**The metal 1 layer**

Scale: 3 px per um. Supply wires on this layer in grey.
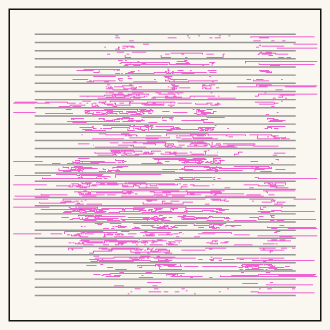
**Metal 3**

Scale: 4 px per um.
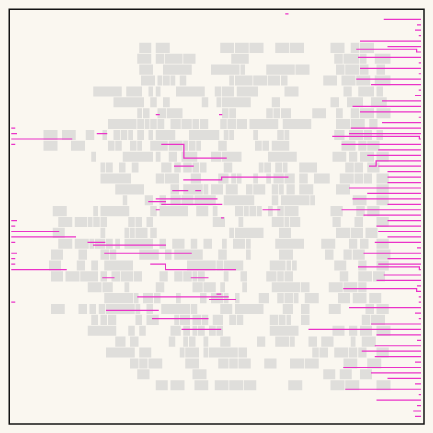
**Clock wiring as the flow saved it**

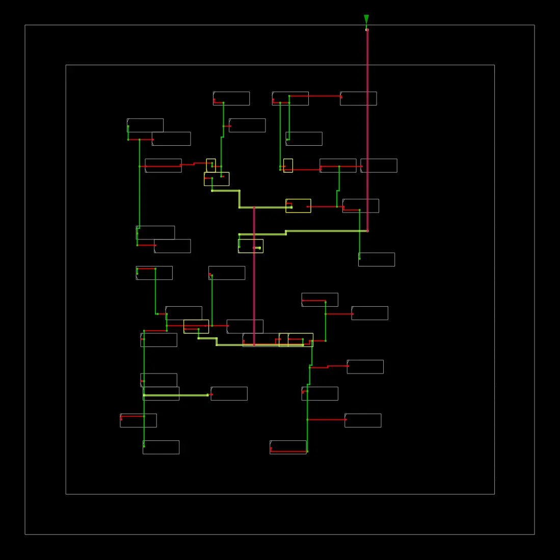
**Clock distribution**

Scale: 4 px per um.
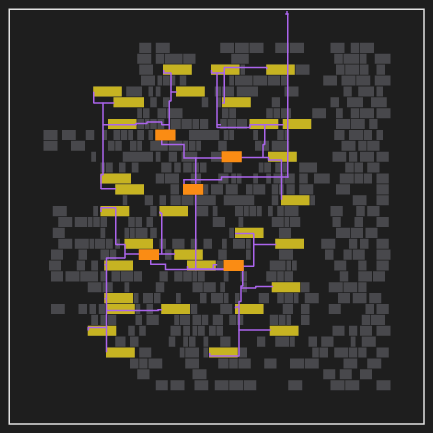
**Local utilization**

Scale: 4 px per um. 10 x 10 tiles, from white (low) to dark blue (high), 0 to 100% covered.
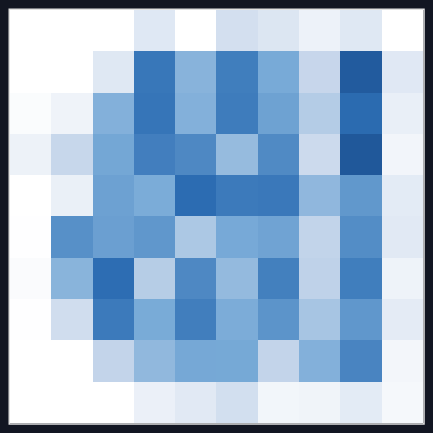
Design lm_sm_sequencer, sky130hd; sources not shown.
==> deck_impl_summary.md <==
Implementation Results

Outcome
  – Outcome: finished clean

STA
  – Worst slew pin tran: slightly below 600 ps
  – Minimum clock period: between 3000 and 4000 ps
  – Final Hold Slack: between 300 and 400 ps
  – Final Cycle Share: 0.958
  – TNS Setup: 0 ps
  – Max Slew Vio Count: 0
  – Final WS setup: roughly 140 ps
  – FMAX: between 0.3 and 0.4 GHz
  – RSZ-0062 raised after global routing: no

Drt
  – Routed wl met2: between 4 and 5 mm
  – Uppermost layer routed: met4
  – Post-DR wirelength/cell: 17.0 um
  – DR vias/cell: just over 5
  – DRC: 0
  – Drt initial violations: between 150 and 200
  – DR pass1 iterations: 4

Critical path
  – Critical path class: flop to output pin
  – Crit path max-delay family: simple AND/OR/NAND/NOR gates
  – Reg-to-reg setup timing slack: 700 ps
  – Slowest stage cell, crit path: nor4_4
  – Worst path buffer plus inverter count: 3
  – Critical path data required time: roughly 2300 ps
  – CP Data Arrival Time: 2140 ps
  – Levels on crit path: 7
  – CP Max Fanout: 10
  – Startpoint types: flop
  – Setup crit end kind: output pin

Global routing
  – First-pass GRT wire length: around 14 mm
  – Largest net degree at the start of global routing: 11
  – GRT met2 Usage: 0.281
  – Gr busiest metal: met2
  – Vias in the first global route: 2765
  – Congestion Overflow GR: 0
  – Initial antenna violation count: 0

Min path
  – Hold Path Class: flop to flop
  – Hold path depth: 2

Floorplanning
  – Well-Tap Cells: about 100
  – # rows: 32
  – Die Span Y: roughly 100 um
  – Core Region: 0.00757 mm2
  – Die Wd: 103 um

Clock network
  – Gates resized, CTS repair: slightly above 80
  – Post-CTS Setup Repair Bufs: 2
  – CTS root buffer: clkbuf_8
  – Number of buffers added to fix hold violations after cts: 0
  – CTS tree: yes
  – Worst-path clk slew: 70 ps
  – Clock buffer depth: 2
  – Htree depth: 2

Yosys
  – Commonest flop: dfxtp_1
  – Register share after synthesis: 0.271
  – Register bit total from synthesis: 31
  – Post-synth ARST share: 0
  – Yosys warning tally: 0
  – Synth mux share: 0.0224
  – Area contributors post-synth: dfxtp_1, and2_1, a21oi_1, nor2_1, and3_1
  – Cells after Synth: roughly 320
  – Most frequent cell after synthesis: and2_1
  – Cell type with the largest total area: dfxtp_1
  – Syn Std Cell Area: between 0.002 and 0.0025 mm2
  – Avg Inst Size Synth: about 7.2 um2
  – Number of enable flip-flop cells: 0
  – Yosys stat chip area: 0.00229 mm2
  – Post-synth cell types: ~53
  – Most common library cells after synthesis: and2_1, nor2_1, dfxtp_1, a21oi_1, nand2_1

Power
  – Pwr/cell area: approximately 600 mW/mm2
  – Sequential power: just over 600 uW
  – Sequential share of power: 0.269
  – Leakage power: between 0.0015 and 0.002 uW
  – Switching Fraction: 0.470
  – Group drawing the most power: combinational cells
  – Logic power comb: ~1400 uW
  – Combinational share of power: 0.598
  – P_sw: around 1100 uW

Finish
  – Nonclk inv count: 8
  – Combinational fraction of the cell area: 0.417
  – Final instance area: 0.00374 mm2
  – Nonclk buf count: 147
  – Most numerous logic cell after layout: clkdlybuf4s50_1
  – Comb gate area: 0.00156 mm2
  – Filler cells: around 770
  – Number of flip-flops in the largest register: 16
  – Fin cells: ~550
  – Most frequent cells in the layout: clkdlybuf4s50_1, dlygate4sd2_1, and2_1
  – Fraction of area in registers: 0.166
  – Dominant class by area: combinational gates
  – ClkCell Share: 0.0224

Placement
  – Placed Cells: about 540
  – Placed instance area: 0.00362 mm2
  – IO Port Bufs: between 100 and 150
  – GPL Wtd Cong: roughly 0.86
  – HPWL Detailed: approximately 7.3 mm
About 'the metal 1 layer':
nets with wire on the layer: 445
longest straight run: 47.4 um
share of all routed wire: 42%
main direction: horizontal
wire length on this layer: 3920 um
Routed WL: 9.40 mm
GR Util met1: 0.197

About 'metal 3':
nets with wire on the layer: 108
share of all routed wire: 11%
wire length on this layer: 1020 um
met3 usage: 0.0435
Via Count: 2866

About 'clock wiring as the flow saved it':
worst-skew pair later-pin latency: 290 ps
flip-flops: 31
total CTS buffers: 5
clk sinks: 31
Clock Power: 299 uW

About 'clock distribution':
[cells driving clock nets] orange | count: 5
[flip-flops] yellow | count: 31
[clock wires] purple | length: 491 um
routed clock nets: 6
Clk pwr share: 0.133

About 'local utilization':
fullest tile: 84%
tiles over 75% full: 5.0%
mean over tiles: 34%
densest ninth of the die: centre
Final Core Density: 0.495
fp util: 0.302

Power figures rest on the tool's default switching activity, not on a simulated workload.
